### Clock wires, drivers and flops, run 1

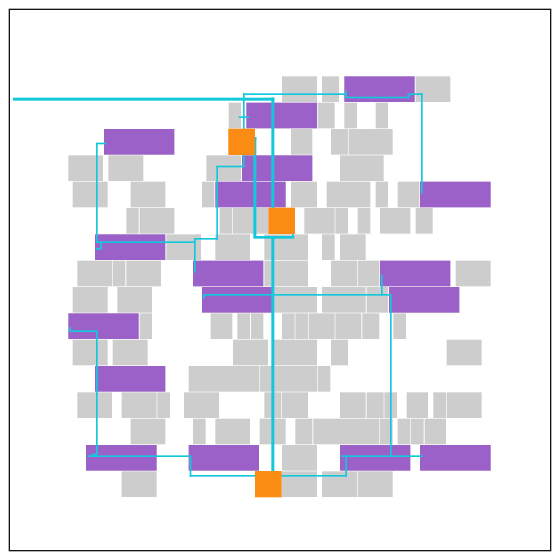
### Clock routing, run 1

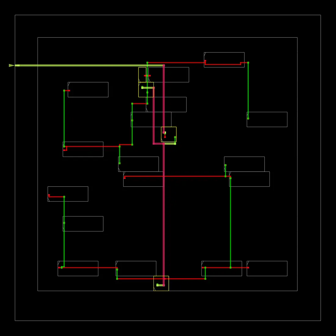
### Sizing map, run 1

Bar = 20 µm.
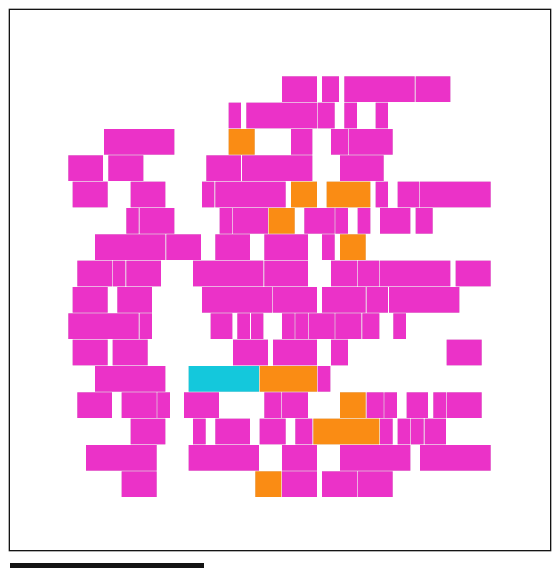
### src/rtl/serial_frame_tx.sv
// ----------------------------------------------------------------------------
// serial_frame_tx
//   Frames a parallel byte onto a single serial line as
//   start(0), D[7]..D[0] (MSB first), stop(1). Each bit lasts CLKS_PER_BIT
//   clocks. This block feeds the 10-bit serial-in capture register directly
//   downstream.
//
// Ports
//   clk        single clock, all state updates on posedge
//   reset      synchronous active-low reset
//   TxData     byte to send, sampled only on the accept edge
//   TxValid    producer offers a byte
//   TxReady    block can accept a byte this cycle
//   SerialOut  serial line, idles high
//   Busy       high while a frame is in flight (START..STOP)
//   FrameDone  one-cycle pulse after the stop bit completes; with
//              CLKS_PER_BIT=1 it lines up with the capture register's Pout
//
// Every output comes straight from a flop. The next-state logic computes
// the next value of each output alongside the next state.
// ----------------------------------------------------------------------------
module serial_frame_tx #(
    parameter int CLKS_PER_BIT = 1
) (
    input  logic       clk,
    input  logic       reset,
    input  logic [7:0] TxData,
    input  logic       TxValid,
    output logic       TxReady,
    output logic       SerialOut,
    output logic       Busy,
    output logic       FrameDone
);

    localparam int            CW       = (CLKS_PER_BIT > 1) ? $clog2(CLKS_PER_BIT) : 1;
    localparam logic [CW-1:0] CNT_LAST = CW'(CLKS_PER_BIT - 1);

    typedef enum logic [1:0] {S_IDLE, S_START, S_DATA, S_STOP} state_t;

    state_t        r_state,  w_state_nxt;
    logic [CW-1:0] r_baud,   w_baud_nxt;
    logic [2:0]    r_bitcnt, w_bitcnt_nxt;
    logic [7:0]    r_shreg,  w_shreg_nxt;
    logic          r_ser,    w_ser_nxt;
    logic          r_ready,  w_ready_nxt;
    logic          r_busy,   w_busy_nxt;
    logic          r_done,   w_done_nxt;
    logic          w_bit_end;

    // Last clock of the current bit period. With CLKS_PER_BIT=1 the counter
    // stays at 0, so every edge ends a bit.
    assign w_bit_end = (r_baud == CNT_LAST);

    always_ff @(posedge clk) begin
        if (!reset) begin
            r_state  <= S_IDLE;
            r_baud   <= '0;
            r_bitcnt <= '0;
            r_shreg  <= '0;
            r_ser    <= 1'b1;
            r_ready  <= 1'b1;
            r_busy   <= 1'b0;
            r_done   <= 1'b0;
        end else begin
            r_state  <= w_state_nxt;
            r_baud   <= w_baud_nxt;
            r_bitcnt <= w_bitcnt_nxt;
            r_shreg  <= w_shreg_nxt;
            r_ser    <= w_ser_nxt;
            r_ready  <= w_ready_nxt;
            r_busy   <= w_busy_nxt;
            r_done   <= w_done_nxt;
        end
    end

    always_comb begin
        w_state_nxt  = r_state;
        w_baud_nxt   = r_baud;
        w_bitcnt_nxt = r_bitcnt;
        w_shreg_nxt  = r_shreg;
        w_ser_nxt    = r_ser;
        w_ready_nxt  = r_ready;
        w_busy_nxt   = r_busy;
        w_done_nxt   = 1'b0;     // strobe: high for one cycle at most

        case (r_state)
            S_IDLE: begin
                w_baud_nxt = '0;
                if (TxValid && r_ready) begin
                    w_shreg_nxt = TxData;
                    w_state_nxt = S_START;
                    w_ser_nxt   = 1'b0;
                    w_ready_nxt = 1'b0;
                    w_busy_nxt  = 1'b1;
                end
            end

            S_START: begin
                if (w_bit_end) begin
                    w_baud_nxt   = '0;
                    w_state_nxt  = S_DATA;
                    w_bitcnt_nxt = 3'd7;
                    w_ser_nxt    = r_shreg[7];
                end else begin
                    w_baud_nxt = r_baud + CW'(1);
                end
            end

            S_DATA: begin
                if (w_bit_end) begin
                    w_baud_nxt = '0;
                    if (r_bitcnt == 3'd0) begin
                        w_state_nxt = S_STOP;
                        w_ser_nxt   = 1'b1;
                    end else begin
                        // Line reg takes the bit that becomes shreg[7]
                        // after this shift.
                        w_bitcnt_nxt = r_bitcnt - 3'd1;
                        w_shreg_nxt  = {r_shreg[6:0], 1'b0};
                        w_ser_nxt    = r_shreg[6];
                    end
                end else begin
                    w_baud_nxt = r_baud + CW'(1);
                end
            end

            S_STOP: begin
                if (w_bit_end) begin
                    w_baud_nxt  = '0;
                    w_state_nxt = S_IDLE;
                    w_ser_nxt   = 1'b1;
                    w_ready_nxt = 1'b1;
                    w_busy_nxt  = 1'b0;
                    w_done_nxt  = 1'b1;
                end else begin
                    w_baud_nxt = r_baud + CW'(1);
                end
            end

            default: begin
                w_state_nxt = S_IDLE;
                w_baud_nxt  = '0;
                w_ser_nxt   = 1'b1;
                w_ready_nxt = 1'b1;
                w_busy_nxt  = 1'b0;
            end
        endcase
    end

    assign TxReady   = r_ready;
    assign SerialOut = r_ser;
    assign Busy      = r_busy;
    assign FrameDone = r_done;

endmodule

### config.mk
export PLATFORM = sky130hd
export DESIGN_NAME = serial_frame_tx
export DESIGN_NICKNAME = d
export VERILOG_FILES = /design/src/rtl/serial_frame_tx.sv
export SDC_FILE = /design/constraint.sdc
export NUM_CORES = 1
export LEC_CHECK = 0
export CAP_MARGIN = 20
export CORE_MARGIN = 4
export CORE_UTILIZATION = 40
export CTS_CLUSTER_SIZE = 30
export DETAILED_ROUTE_END_ITERATION = 8
export GPL_ROUTABILITY_DRIVEN = 1
export PLACE_DENSITY = 0.68
export SLEW_MARGIN = 20
export SYNTH_ARGS = -nofsm -noshare
export SYNTH_HDL_FRONTEND = slang
export SYNTH_SLANG_ARGS = --single-unit
### constraint.sdc
create_clock -name clk -period 1.9 [get_ports clk]
set_input_delay 0.38 -clock clk [delete_from_list [all_inputs] [get_ports clk]]
set_output_delay 0.38 -clock clk [all_outputs]
set_load 0.005 [all_outputs]
==> metrics.cfg, run 1 <==
[logic_synthesis]
synth_area_um2=913
ys_seq_share_pct=37.3
synth_cell_types=28
ys_cells=95
synth_flops=17
synth.avg_cell_area_um2=9.61
ys_area_um2=913
synth.net_count=113

[placed_design]
port_buffers=14
gp_congestion=0.766
place_inst=136
post-dp-hpwl_um=1220

[run]
timing.max_cap.violations=0

[final_timing]
tightest_slew_ns=0.579
tns_ns=0
fin_crit_sh_pct=89.2
setup_violations=0
max_freq_mhz=590
rsz0062_at_grt=no
relSlewSlack_pct=61.3

[cells_and_area]
nonClkBufAreaFrac_pct=16.3
instances_no_fill=141
largest_cell_class=combinational gates
drive_above_1_share_pct=8.85
inverters=6
num-fill-cells=206
logic_area_um2=517
nClkBuffers=4
syn_to_final_growth_pct=23.0
logic_gate_count=68
finalNetCount=132
comb_area_share_pct=46.0
clock_tree_area_fraction_pct=2.34

[route]
routed_wl_um=1630
ant_nets=0
vias_per_cell=5.18
first_pass_iters=4
drtIter0Drc=10

[critical_path]
cp_max_fo=6
cpPeakStageDelay_ns=0.55
cp.arrival_ns=1.31
cp_slowest_cell=clkdlybuf4s50_1
critPathRequiredTime_ns=1.52
path_cells=clkdlybuf4s50_1
crit_path_end_kind=output pin
critPathBufInv=1
crit_family=buffers and inverters

[global_routing]
grtUsageMet2_pct=18.2
grt_max_degree=18
grt.busiest_layer=met2
antenna_found_initial=0
use_met3_pct=3.25
grt-ovfl-total=0

[cts]
cts_tree=yes
clockRootBuffer=clkbuf_4
clkTransAtPathRegs_ns=0.10
holdBufCountCts=0

[floorplan]
num_rows=17
ioPinCount=15
fp_util_pct=41.7
die_h_um=55.8

[outcome]
outcome=finished clean

[min_path]
hold_class=reg -> reg

Back to the opening pictures, 'Clock wires, drivers and flops':
[clock wires] cyan | length: 255 µm
[flip-flops] purple | count: 17
[clock drivers] orange | count: 3
routed clock nets	4
clock skew: 0.00474 ns
worst skew pair latency: 0.29 ns
clock power share: 13.3%
clk pwr: 198 µW

Back to the opening pictures, 'Clock routing':
Flop Count: 17
CTS Sinks: 17
CTS buffer count: 3

Back to the opening pictures, 'Sizing map':
size	color	cells	share
_3 and _4 cells	orange	9	8.0%
_6 and larger	cyan	1	0.88%
_0 and _1 cells	magenta	103	91%
final setup margin: 0.206 ns
Buffers, non-clock: 18
Final Cell Area: 0.00112 mm²

[run 1: final timing paths]
path	startpoint	to	slack, ns	cells past startpoint
worst max-delay path	TxReady$_SDFFE_PN1P_	TxReady	0.21	1
worst min-delay path	SerialOut$_SDFFE_PN1P_	SerialOut$_SDFFE_PN1P_	0.49	2
worst max register to register	r_state[0]$_SDFFE_PN0P_	SerialOut$_SDFFE_PN1P_	0.21	7
worst min register to register	SerialOut$_SDFFE_PN1P_	SerialOut$_SDFFE_PN1P_	0.49	2
[run 1: synthesized netlist by cell type (all sizes together)]
cell | count | area (µm²)
o22ai | 1 | 6.26
a211oi | 1 | 7.51
a21oi | 5 | 25.0
nor2 | 7 | 26.3
o31ai | 1 | 7.51
o211a | 8 | 80.1
and4b | 1 | 10.0
buf | 3 | 30.0
a221oi | 1 | 8.76
a21boi | 3 | 33.8
a31oi | 1 | 6.26
nand3b | 1 | 7.51
mux2i | 8 | 80.1
clkbuf | 1 | 3.75
ha | 7 | 87.6
and2 | 1 | 6.26
nor2b | 3 | 18.8
nor3 | 1 | 16.3
dfxtp | 17 | 340
o32ai | 1 | 8.76
nand2 | 11 | 41.3
nand3 | 1 | 5.00
and3b | 1 | 12.5
o21ai | 3 | 15.0
nand2b | 1 | 6.26
inv | 6 | 22.5
[run 1: worst min-delay path, stage by stage (launching register included)]
cell     delay [ns]
dfxtp_1        0.35
a21oi_1        0.06
nand2_1        0.06
[run 1: stage by stage]
| step | util [%] | setup slack, ns | hold WS, ns | cell area (µm²) |
|---|---|---|---|---|
| after floorplan | - | 0.317 | 0.461 | 913 |
| after global placement | 49.2 | 0.0788 | 0.455 | 1080 |
| after detailed placement | 49.2 | 0.0438 | 0.470 | 1080 |
| after CTS | 50.4 | 0.105 | 0.495 | 1100 |
| after global routing | 51.3 | 0.112 | 0.522 | 1120 |
| final | 51.3 | 0.206 | 0.488 | 1120 |
[run 1: where the power goes]
group | internal (µW) | total, µW | switching, µW | leakage (µW)
sequential | 480 | 564 | 83.9 | 0.000141
clock | 81.8 | 198 | 116 | 0.0000150
combinational | 378 | 724 | 346 | 0.000352
[run 1: state kept, by name, indices dropped and copies added, names as in the netlist]
| name | flops |
|---|---|
| r_shreg | 8 |
| r_bitcnt | 3 |
| r_state | 2 |
| SerialOut | 1 |
| FrameDone | 1 |
| Busy | 1 |
| TxReady | 1 |
[run 1: layout by cell type (no fill, tap or decap), drive strengths merged, types with 3 or more instances in the layout]
master         instances
dfxtp                 17
clkdlybuf4s50         14
nand2                 11
mux2i                  8
o211a                  8
nor2                   7
ha                     7
inv                    6
a21oi                  5
clkbuf                 4
buf                    4
nor2b                  3
o21ai                  3
a21boi                 3
[run 1: cells by family after synthesis]
logic type / count (synthesis) / synth area share, %
AOI/OAI and AO/OA: 25 / 21.8
adders and majority gates: 7 / 9.59
buffers and inverters: 10 / 6.16
DFF: 17 / 37.3
muxes: 8 / 8.77
and+or+nand+nor: 28 / 16.4
[run 1: layer usage]
metal,routed length (µm),part of all wire [%]
met5,0,0
met4,50,3.1
met1,771,47
met3,102,6.3
met2,707,43
[run 1: timing repair]
action / 4_1_cts / 5_1_grt
setup buffers: 0 / 1
endpoints found under the setup margin: 0 / 7
resized: 0 / 0
### Where the registers sit, run 1

Bar = 20 µm. Other sequential cells in the stronger gray, the rest of the logic in the fainter gray.
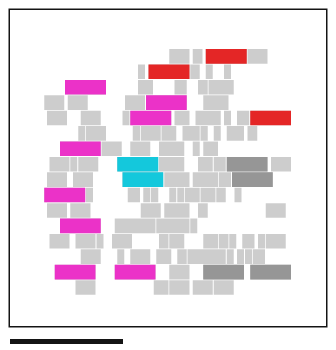

==> inputs of run 2 (changes only) <==
- ABC_AREA: default -> 1
- PLACE_DENSITY: 0.68 -> 0.7
- SLEW_MARGIN: 20 -> 40
- clock period: 1.9 -> 1.5 ns (I/O delays scaled with it)
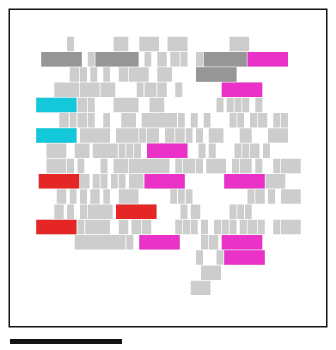
*Where the registers sit, run 2*
Bar = 20 µm. Other sequential cells in the stronger gray, the rest of the logic in the fainter gray.
name in the netlist	color	placed flops
r_shreg	magenta	8
r_bitcnt	red	3
r_state	cyan	2
not colored	4
Seq/total area: 28.6%
Seq power: 731 µW
Register Area: 343 µm²

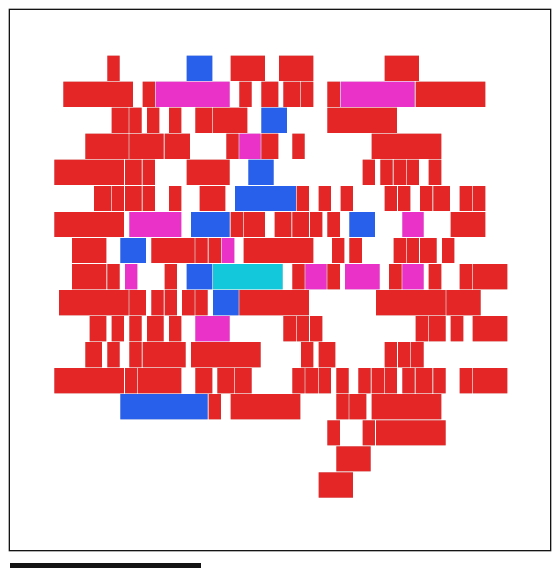
*Sizing map, run 2*
Bar = 20 µm.
size	color	cells	share	most used
_3 and _4 cells	blue	10	6.3%	buf_4
_2 cells	magenta	11	6.9%	nand2_2
_0 and _1 cells	red	137	86%	nand2_1
_6 and larger	cyan	1	0.63%	buf_12
final setup margin: 0.0698 ns
Buffers, non-clock: 19
area grow syn2layout: 28.0%
Final Cell Area: 0.00120 mm²

==> metrics.cfg, run 2 <==
[power]
powerDensity_mw_per_mm2=2030
ir_drop_uv=1230
power.leakage_uw=0.000593
finalPower_uw=2440

[cells_and_area]
logic_area_um2=531  ; +2.7%
finalNetCount=178  ; +35%
top_register=r_shreg
instances_no_fill=187  ; +33%
reg_top3=r_shreg (8), r_bitcnt (3), r_state (2)
most-common-layout-cells=nand2_1, inv_1, dfxtp_1, nor2_1, clkdlybuf4s50_1
drive_above_1_share_pct=13.8  ; +5.0 points
antenna_cells=0
mostFrequentLayoutCell=nand2_1
largest_reg_flops=8  ; unchanged
num-fill-cells=224  ; +8.7%

[critical_path]
crit_path_end_kind=output pin
critPathCapture=TxReady
crit-reg2reg-launch=r_state[1]$_SDFFE_PN0P_
cp.arrival_ns=1.13  ; -0.18 ns
crit_family=buffers and inverters
reg2reg_depth=6  ; -1
cp.depth=1  ; unchanged
path_cells=clkdlybuf4s50_1
critPathRequiredTime_ns=1.20  ; -0.32 ns
cpPeakStageDelay_ns=0.49  ; -0.06 ns
critPathBufInv=1  ; unchanged
cp_slowest_cell=clkdlybuf4s50_1
cp_max_fo=3  ; -3
r2r-end=r_shreg[1]$_SDFFE_PN0P_
critPathLaunch=TxReady$_SDFFE_PN1P_
r2r_slack_ns=0.07  ; -0.14 ns

[final_timing]
hold_violations=0
skew_ns=0.00494  ; +0.000201 ns
relSlewSlack_pct=85.5  ; +24 points
whs_ns=0.466  ; -0.0215 ns
setup_violations=0  ; unchanged
tightest_slew_ns=0.216  ; -0.364 ns
fin_crit_sh_pct=95.3
finalMaxSlewViolations=0
max_freq_mhz=699

[cts]
post_cts_buffers=0  ; unchanged
clkTransAtPathRegs_ns=0.10  ; about the same
cts_resized=0  ; unchanged
clkSinkCount=17  ; unchanged
cts_tree=yes
cts_made_buffers=3  ; unchanged
clkLatencyLatePin_ns=0.29  ; about the same
clockRootBuffer=clkbuf_4
holdBufCountCts=0  ; unchanged
clk_path_buf_depth=2

[logic_synthesis]
synth_flops=17  ; unchanged
synth.avg_cell_area_um2=6.79  ; -29%
synth.net_count=156  ; +38%
synth-warning-count=0
async_reset_ff_share_pct=0  ; unchanged
yosys-top-cells-count=nand2_1, inv_1, dfxtp_1
largest_area_cell=dfxtp_1
ys_seq_share_pct=36.3  ; -0.95 points
synth_cell_types=17  ; -39%
ff_type=dfxtp_1
synth_top_area_share_pct=36.3  ; -0.95 points
edf_count=0  ; unchanged
ys_cells=138  ; +45%
synthTopCellsByArea=dfxtp_1, nand2_1, ha_1
ys_area_um2=937  ; +2.6%
synth_area_um2=937  ; +2.6%
top_cell=nand2_1

[route]
first_pass_iters=2  ; -2
drtIter0Drc=18  ; +8
vias_per_cell=4.56  ; -12%
routed_wl_um=1870  ; +15%
ant_nets=0  ; unchanged
route.detailed.drc=0

[floorplan]
die_h_um=56.4  ; +1.1%
fp_util_pct=42.4  ; +0.67 points
ioPinCount=15  ; unchanged
num_rows=17  ; unchanged

[run]
timing.max_cap.violations=0  ; unchanged

[placed_design]
post-dp-hpwl_um=1360  ; +12%
place_inst=182  ; +34%
port_buffers=14  ; unchanged
gp_congestion=0.794  ; +3.7%

[global_routing]
antenna_found_initial=0  ; unchanged
grt_max_degree=16  ; -2
grt-ovfl-total=0  ; unchanged

[min_path]
hold_class=reg -> reg

[outcome]
outcome=finished clean

## run 2: cell count changes after synthesis, moves of 2 or more
| cell | delta |
|---|---|
| a21boi_0 | -2 |
| a21oi_1 | +4 |
| inv_1 | +13 |
| mux2i_1 | -8 |
| nand2_1 | +33 |
| nand2_2 | +3 |
| nand3_1 | +6 |
| nor2_1 | +8 |
| nor2b_1 | -3 |
| o211a_1 | -8 |
| o21ai_0 | +5 |
## run 2: cell families after synthesis
| group | synth area share, % |
|---|---|
| compound gates | 9.08 |
| flops | 36.3 |
| buf+inv | 10.5 |
| fa+ha+maj | 9.35 |
| simple gates | 34.7 |
## run 2: per-layer routing
metal	vias up	global-route usage (%)	routed length, µm
li1	467	-	-
met1	370	15.7	887
met2	13	18.4	862
met3	2	5.29	96
met4	0	2.03	23
met5	-	0	0
## run 2: stage by stage
| stage | util, % | TNS [ns] | setup WS, ns | area, µm² |
|---|---|---|---|---|
| global route | 54.2 | -0.0211 | -0.00970 | 1200 |
| floorplan | - | 0 | 0.139 | 937 |
| CTS | 52.7 | 0 | 0.00881 | 1160 |
| finish | 54.2 | 0 | 0.0698 | 1200 |
| global placement | 51.5 | 0 | 0.0463 | 1140 |
| detailed placement | 51.5 | 0 | 0.00948 | 1140 |
## run 2: worst min-delay path, delay by kind of cell (launching register included)
kind | cells | cell delay, ns
AND-OR/OR-AND | 1 | 0.05
flip-flops | 1 | 0.32
AND/OR/NAND/NOR | 1 | 0.06
## run 2: power by group
part,leakage (µW),total [µW],internal (µW),switching (µW)
clock network,0.0000150,242,103,139
registers,0.000141,731,635,96.0
logic,0.000437,1470,609,858
total,0.000593,2440,1350,1090
## run 2: cell type report
cell class	instances	area share, %
Timing Repair Buffer	19	15.8
Clock buffer	4	2.19
Multi-Input combinational cell	99	44.2
Inverter	20	6.26
Tap cell	28	2.92
Sequential cell	17	28.6
## run 2: worst min-delay path by stage
stage                                 start                 endpoint  slack (ns)  cells after the start
final                     Busy$_SDFFE_PN0P_        Busy$_SDFFE_PN0P_        0.47                      2
after global routing      Busy$_SDFFE_PN0P_        Busy$_SDFFE_PN0P_        0.49                      2
after CTS                 Busy$_SDFFE_PN0P_        Busy$_SDFFE_PN0P_        0.47                      2
after detailed placement  Busy$_SDFFE_PN0P_        Busy$_SDFFE_PN0P_        0.46                      2
after global placement    Busy$_SDFFE_PN0P_        Busy$_SDFFE_PN0P_        0.45                      2
after floorplan                       reset  r_shreg[5]$_SDFFE_PN0P_        0.42                      2
Power and IR drop assume default switching activity.
